Sequential cells coloured by netlist name:
Other sequential cells in the stronger grey, the rest of the logic in the fainter grey.
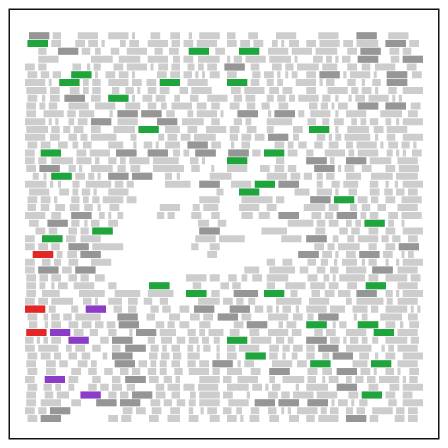
Clock network drawn from the DEF:
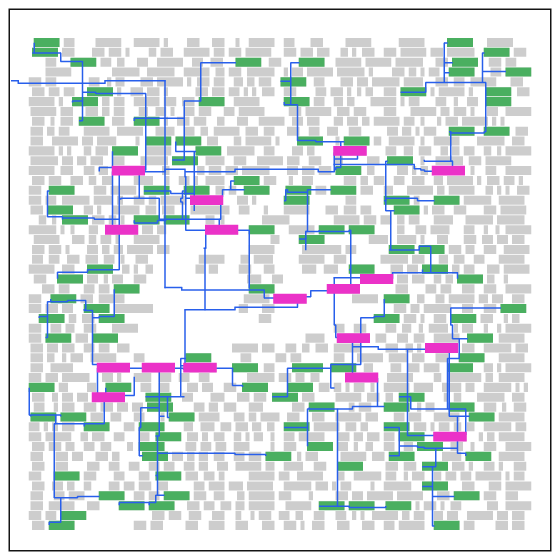
Wire density map:
The bar under the picture is 50 microns long. The die is cut into 30 by 30 equal tiles; dark purple is low, yellow is high, scaled to the fullest tile. Values are wire area over tile area, all layers added.
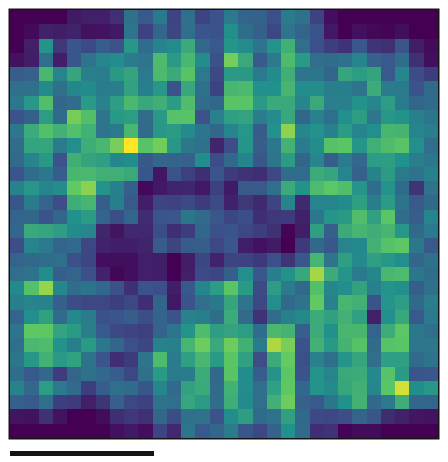
Placed standard cells:
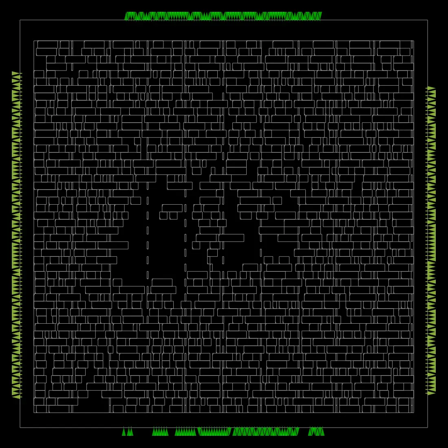
## src/rtl/id_ex_stage_pkg.sv

```systemverilog
// ============================================================================
// Module      : id_ex_stage_pkg
// Description : Shared widths and ALU control encodings for the ID/EX stage.
// Revision    : 1.0 - initial release
// ============================================================================
`default_nettype none

package id_ex_stage_pkg;

  localparam int DATA_W = 32;
  localparam int REG_AW = 5;

  // {inv, op[1:0]} as seen by the ALU bit-slice chain
  localparam logic [2:0] ALU_AND = 3'b000;
  localparam logic [2:0] ALU_OR  = 3'b001;
  localparam logic [2:0] ALU_ADD = 3'b010;
  localparam logic [2:0] ALU_SUB = 3'b110;
  localparam logic [2:0] ALU_SLT = 3'b111;

endpackage

`default_nettype wire

```

## src/rtl/id_ex_stage_fwd_unit.sv

```systemverilog
// ============================================================================
// Module      : fwd_unit
// Description : Combinational EX operand forwarding select (EX/MEM over MEM/WB).
// Revision    : 1.0 - initial release
// ============================================================================
`default_nettype none

module fwd_unit #(
  parameter int DATA_W = id_ex_stage_pkg::DATA_W,
  parameter int REG_AW = id_ex_stage_pkg::REG_AW
) (
  input  logic [REG_AW-1:0] i_src,
  input  logic [DATA_W-1:0] i_reg_data,
  input  logic              i_exmem_reg_write,
  input  logic [REG_AW-1:0] i_exmem_rd,
  input  logic [DATA_W-1:0] i_exmem_result,
  input  logic              i_memwb_reg_write,
  input  logic [REG_AW-1:0] i_memwb_rd,
  input  logic [DATA_W-1:0] i_memwb_result,
  output logic [DATA_W-1:0] o_data
);

  // r0 is hard-wired zero, so a write "to" it must never be forwarded
  always_comb begin
    o_data = i_reg_data;
    if (i_exmem_reg_write && (i_exmem_rd != '0) && (i_exmem_rd == i_src)) begin
      o_data = i_exmem_result;
    end else if (i_memwb_reg_write && (i_memwb_rd != '0) && (i_memwb_rd == i_src)) begin
      o_data = i_memwb_result;
    end
  end

endmodule

`default_nettype wire

```

## src/rtl/id_ex_stage.sv

```systemverilog
// ============================================================================
// Module      : id_ex_stage
// Description : ID/EX pipeline register with forwarding and load-use bubbling.
// Revision    : 1.0 - initial release
// ============================================================================
`default_nettype none

module id_ex_stage
  import id_ex_stage_pkg::*;
#(
  parameter int DATA_W = id_ex_stage_pkg::DATA_W,
  parameter int REG_AW = id_ex_stage_pkg::REG_AW
) (
  input  logic              clk,
  input  logic              rst_n,
  input  logic              stall,
  input  logic              flush,
  input  logic              id_valid,
  input  logic [DATA_W-1:0] id_rs_data,
  input  logic [DATA_W-1:0] id_rt_data,
  input  logic [DATA_W-1:0] id_imm,
  input  logic [REG_AW-1:0] id_rs,
  input  logic [REG_AW-1:0] id_rt,
  input  logic [REG_AW-1:0] id_rd,
  input  logic              id_uses_rt,
  input  logic              id_alu_src,
  input  logic [2:0]        id_alu_ctrl,
  input  logic              id_reg_write,
  input  logic              id_mem_read,
  input  logic              id_mem_write,
  input  logic              id_mem_to_reg,
  input  logic              exmem_reg_write,
  input  logic [REG_AW-1:0] exmem_rd,
  input  logic [DATA_W-1:0] exmem_result,
  input  logic              memwb_reg_write,
  input  logic [REG_AW-1:0] memwb_rd,
  input  logic [DATA_W-1:0] memwb_result,
  output logic              hazard_stall,
  output logic              ex_valid,
  output logic [DATA_W-1:0] ex_a,
  output logic [DATA_W-1:0] ex_b,
  output logic              ex_inv,
  output logic [1:0]        ex_op,
  output logic [DATA_W-1:0] ex_store_data,
  output logic [REG_AW-1:0] ex_rd,
  output logic              ex_reg_write,
  output logic              ex_mem_read,
  output logic              ex_mem_write,
  output logic              ex_mem_to_reg
);

  logic              r_valid;
  logic [DATA_W-1:0] r_rs_data;
  logic [DATA_W-1:0] r_rt_data;
  logic [DATA_W-1:0] r_imm;
  logic [REG_AW-1:0] r_rs;
  logic [REG_AW-1:0] r_rt;
  logic [REG_AW-1:0] r_rd;
  logic              r_alu_src;
  logic [2:0]        r_alu_ctrl;
  logic              r_reg_write;
  logic              r_mem_read;
  logic              r_mem_write;
  logic              r_mem_to_reg;

  logic              w_hazard;
  logic [DATA_W-1:0] w_fwd_a;
  logic [DATA_W-1:0] w_fwd_rt;

  // Load in EX whose destination is read by the instruction waiting in ID
  assign w_hazard = id_valid && r_valid && r_mem_read && (r_rd != '0) &&
                    ((r_rd == id_rs) || (id_uses_rt && (r_rd == id_rt)));

  always_ff @(posedge clk) begin
    if (!rst_n) begin
      r_valid      <= 1'b0;
      r_rs_data    <= '0;
      r_rt_data    <= '0;
      r_imm        <= '0;
      r_rs         <= '0;
      r_rt         <= '0;
      r_rd         <= '0;
      r_alu_src    <= 1'b0;
      r_alu_ctrl   <= ALU_AND;
      r_reg_write  <= 1'b0;
      r_mem_read   <= 1'b0;
      r_mem_write  <= 1'b0;
      r_mem_to_reg <= 1'b0;
    end else if (flush || (!stall && w_hazard)) begin
      r_valid     <= 1'b0;
      r_alu_ctrl  <= ALU_AND;
      r_reg_write <= 1'b0;
      r_mem_read  <= 1'b0;
      r_mem_write <= 1'b0;
    end else if (!stall) begin
      r_valid      <= id_valid;
      r_rs_data    <= id_rs_data;
      r_rt_data    <= id_rt_data;
      r_imm        <= id_imm;
      r_rs         <= id_rs;
      r_rt         <= id_rt;
      r_rd         <= id_rd;
      r_alu_src    <= id_alu_src;
      r_alu_ctrl   <= id_alu_ctrl;
      r_reg_write  <= id_reg_write;
      r_mem_read   <= id_mem_read;
      r_mem_write  <= id_mem_write;
      r_mem_to_reg <= id_mem_to_reg;
    end
  end

  fwd_unit #(.DATA_W(DATA_W), .REG_AW(REG_AW)) u_fwd_rs (
    .i_src             (r_rs),
    .i_reg_data        (r_rs_data),
    .i_exmem_reg_write (exmem_reg_write),
    .i_exmem_rd        (exmem_rd),
    .i_exmem_result    (exmem_result),
    .i_memwb_reg_write (memwb_reg_write),
    .i_memwb_rd        (memwb_rd),
    .i_memwb_result    (memwb_result),
    .o_data            (w_fwd_a)
  );

  fwd_unit #(.DATA_W(DATA_W), .REG_AW(REG_AW)) u_fwd_rt (
    .i_src             (r_rt),
    .i_reg_data        (r_rt_data),
    .i_exmem_reg_write (exmem_reg_write),
    .i_exmem_rd        (exmem_rd),
    .i_exmem_result    (exmem_result),
    .i_memwb_reg_write (memwb_reg_write),
    .i_memwb_rd        (memwb_rd),
    .i_memwb_result    (memwb_result),
    .o_data            (w_fwd_rt)
  );

  assign hazard_stall  = w_hazard;
  assign ex_valid      = r_valid;
  assign ex_a          = w_fwd_a;
  assign ex_b          = r_alu_src ? r_imm : w_fwd_rt;
  assign ex_store_data = w_fwd_rt;
  assign ex_inv        = r_alu_ctrl[2];
  assign ex_op         = r_alu_ctrl[1:0];
  assign ex_rd         = r_rd;
  assign ex_reg_write  = r_valid & r_reg_write;
  assign ex_mem_read   = r_valid & r_mem_read;
  assign ex_mem_write  = r_valid & r_mem_write;
  assign ex_mem_to_reg = r_valid & r_mem_to_reg;

endmodule

`default_nettype wire
```

## config.mk

```make
export PLATFORM = sky130hd
export DESIGN_NAME = id_ex_stage
export DESIGN_NICKNAME = d
export VERILOG_FILES = /design/src/rtl/id_ex_stage_pkg.sv /design/src/rtl/id_ex_stage_fwd_unit.sv /design/src/rtl/id_ex_stage.sv
export SDC_FILE = /design/constraint.sdc
export NUM_CORES = 1
export LEC_CHECK = 0
export CELL_PAD_IN_SITES_DETAIL_PLACEMENT = 1
export CELL_PAD_IN_SITES_GLOBAL_PLACEMENT = 1
export CORE_MARGIN = 5
export CORE_UTILIZATION = 31
export DETAILED_ROUTE_END_ITERATION = 8
export PLACE_DENSITY = 0.95
export SKIP_CTS_REPAIR_TIMING = 1
export SYNTH_ARGS = -nofsm -noshare
export SYNTH_HDL_FRONTEND = slang
export SYNTH_SLANG_ARGS = --single-unit
```

## constraint.sdc

```tcl
create_clock -name clk -period 4 [get_ports clk]
set_input_delay 0.8 -clock clk [delete_from_list [all_inputs] [get_ports clk]]
set_output_delay 0.8 -clock clk [all_outputs]
set_load 0.1 [all_outputs]
```

==> flow_metrics.env <==
# physical design summary
export IMPL_worst_slew_pin_slew_ps=1009
export IMPL_p_int_mw=2.892
export IMPL_yosys_area_top_type="dfxtp_1"
export IMPL_comb_power_share=0.352
export IMPL_p_leak_nw=4.682
export IMPL_cp_max_fo=15
export IMPL_warnings=27
export IMPL_ir_drop_uv=291.7
export IMPL_antenna_found_initial=3
export IMPL_fp_nets=855
export IMPL_yosys_cells=654
export IMPL_route_detailed_drc=0
export IMPL_fp_util=0.3172
export IMPL_status="complete, no violations"
export IMPL_crit_path_cell_trace="clkdlybuf4s50_1 > or4_1 > o21a_2 > nand3_2 > buf_8 > a221oi_1 > buf_4 > o31ai_4 > buf_12"
export IMPL_synth_chip_area_sq_um=5993
export IMPL_wl_met1_microns=11220
export IMPL_async_reset_ff_frac=0
export IMPL_startpoint_type="primary input"
export IMPL_syn_area_per_cell_sq_um=9.164
export IMPL_avgViaCountPerCell=5.597
export IMPL_synth_area_sq_um=5993
export IMPL_io_buffers=310
export IMPL_grt_pass1_wl_microns=46950
export IMPL_ys_top_cells_by_count="a22o_1 (120), dfxtp_1 (120), nor2_1 (101)"
export IMPL_top_cell_area_share=0.4008
export IMPL_rrSetupSlack_ps=1580
export IMPL_ioPinCount=311
export IMPL_worst_r2r_endpoint="r_rs_data[12]$_SDFFE_PN0P_"
export IMPL_root_buffer="clkbuf_16"
export IMPL_hold_viol=0
export IMPL_crit_type="in -> out"
export IMPL_htree_num_levels=4
export IMPL_synthDistinctLibCells=33
export IMPL_max_stage_delay_ps=520
export IMPL_wl_met2_microns=17950
export IMPL_ff_type="dfxtp_1"
export IMPL_required_ps=3200
export IMPL_switching_share=0.3493
export IMPL_die_w_microns=149.0
export IMPL_fin_nets=1182
export IMPL_p_seq_frac=0.294
export IMPL_p_per_area_nw_per_um2=368.2
export IMPL_setup_viol=0
export IMPL_syn_inst=654
export IMPL_ys_warn_count=0
export IMPL_rr_startpoint="ex_rd[4]$_SDFFE_PN0P_"
export IMPL_max_freq_mhz=254.6
export IMPL_die_h_microns=149.0
export IMPL_post_route_period_util=0.9821
export IMPL_top_layer="met4"
export IMPL_syn_to_final_growth_pct=101.4
export IMPL_ys_ff=120
export IMPL_grt_max_degree=98
export IMPL_post_dp_hpwl_microns=23800
export IMPL_gp_congestion=0.8252
export IMPL_reg_largest_list="r_imm x32, r_rs_data x32, r_rt_data x32"
export IMPL_clk_pin_slew_worst_paths_ps=60
export IMPL_arrival_ps=3130
export IMPL_reg2reg_depth=6
export IMPL_grt_pass1_vias=7935
export IMPL_p_sw_mw=1.552
export IMPL_hold_ws_ps=474.7
export IMPL_clk_path_buf_depth=2
export IMPL_topCellsByArea="dfxtp_1 (40%), a22o_1 (18%), nor2_1 (6.3%)"
export IMPL_slew_viol_final=0
export IMPL_relSlewSlack=0.3249
export IMPL_max_cap_viol_count=0
## Picture notes: 'sequential cells coloured by netlist name'
colour	netlist name	sequential cells
red	r_alu_ctrl	3
green	r_rs_data	32
purple	ex_rd	5
not coloured	80
Finished Core Util: 0.6388
Seq power: 1.31 mW
flop share of the area: 0.1994
Reg area: 2406 sq um

## Picture notes: 'clock network drawn from the DEF'
[magenta] cells driving clock nets | count: 17
[blue] clock wires | length: 1820 microns
[green] flip-flops | count: 120
flops lie	spread over the die
Insertion Delay late pin: 410 ps
Clk pwr share: 0.354
Setup Skew: 10.08 ps
Clock net power: 1.57 mW

## Picture notes: 'wire density map'
emptiest ninth of the die	centre
nearly empty tiles	4.0%
tiles over half the peak	29%
fullest tile	0.64
mean over tiles	0.24
wire per inst: 26.29 microns
Vias: 7046
Post-Route WL: 33090 microns
GRT Util Overall: 0.2763

## Picture notes: 'placed standard cells'
Post-Layout Cell Count: 1259
core box area: 18890 sq um
# Taps: 260
FP Rows: 50
Fillers: 1908

metrics by stage:
stage	TNS [ps]	worst slack, ps	std cells	total power [mW]	instance area (sq um)
2_1_floorplan	-236.9	-175.8	654	2.160	6620
3_3_place_gp	-490.3	-56.65	1216	2.821	11220
3_5_place_dp	-3622	-155.6	1216	2.864	11220
4_1_cts	-5284	-187.3	1248	4.449	11820
5_1_grt	0	15.45	1258	4.586	12070
6_report	0	71.58	1259	4.444	12070
worst min-delay path by stage:
stage	from	endpoint	slack (ps)	cells past startpoint
after floorplan	r_mem_read$_SDFFE_PP0N_	r_mem_read$_SDFFE_PP0N_	430	1
after global placement	r_mem_read$_SDFFE_PP0N_	r_mem_read$_SDFFE_PP0N_	450	1
after detailed placement	r_reg_write$_SDFFE_PP0N_	r_reg_write$_SDFFE_PP0N_	460	1
after CTS	r_reg_write$_SDFFE_PP0N_	r_reg_write$_SDFFE_PP0N_	480	1
after global routing	r_imm[14]$_SDFFE_PN0P_	r_imm[14]$_SDFFE_PN0P_	490	1
final	r_mem_read$_SDFFE_PP0N_	r_mem_read$_SDFFE_PP0N_	470	1
cell type report:
| cell class | count | area (sq um) |
|---|---|---|
| diodes | 5 | 12.51 |
| clock buffers | 20 | 446.7 |
| clock inverters | 12 | 150.1 |
| fillers | 1908 | 6824 |
| inverters | 2 | 7.507 |
| multi-input cells | 471 | 4035 |
| flip-flops and latches | 120 | 2406 |
| well taps | 260 | 325.3 |
| repair buffers | 369 | 4686 |
power by group through the flow:
stage,registers (mW),clock network [mW],logic [mW]
6_report,1.31,1.57,1.56
5_1_grt,1.31,1.67,1.60
4_1_cts,1.30,1.60,1.55
3_5_place_dp,1.33,0,1.54
3_3_place_gp,1.32,0,1.50
2_1_floorplan,1.33,0,0.827
layout by cell type, fill, tap and decap left out, types with 4 or more instances in the layout:
cell type / instances
a21oi_2: 32
a221oi_1: 12
a221oi_2: 19
a22o_1: 120
and2_1: 4
and3_1: 32
buf_12: 109
buf_4: 45
clkbuf_16: 17
clkdlybuf4s50_1: 210
clkinvlp_4: 4
dfxtp_1: 119
diode_2: 5
mux2i_1: 32
nand2_1: 32
nor2_1: 69
nor2_2: 31
o31ai_4: 32
xnor2_1: 11
xor2_1: 19
routing by layer:
| layer | vias to the layer above | track usage |
|---|---|---|
| li1 | 3137 | - |
| met1 | 3508 | 0.2737 |
| met2 | 317 | 0.5225 |
| met3 | 84 | 0.08052 |
| met4 | 0 | 0.1350 |
| met5 | - | 0 |
worst max-delay path: cells and delay by family:
| kind | cells | cell delay [ps] |
|---|---|---|
| buffers and inverters | 4 | 1020 |
| AOI/OAI and AO/OA | 3 | 640 |
| and+or+nand+nor | 2 | 640 |
kinds of logic (layout without fill, tap and decap cells):
kind of cell,count (synthesis),count (layout),synth area share
xor gates and xnor gates,30,30,0.04384
buffers and inverters,65,403,0.06242
and+or+nand+nor,183,185,0.1376
other,0,5,0
muxes,32,32,0.05345
AOI/OAI and AO/OA,224,224,0.3019
DFF,120,120,0.4008
Power and IR drop assume default switching activity.
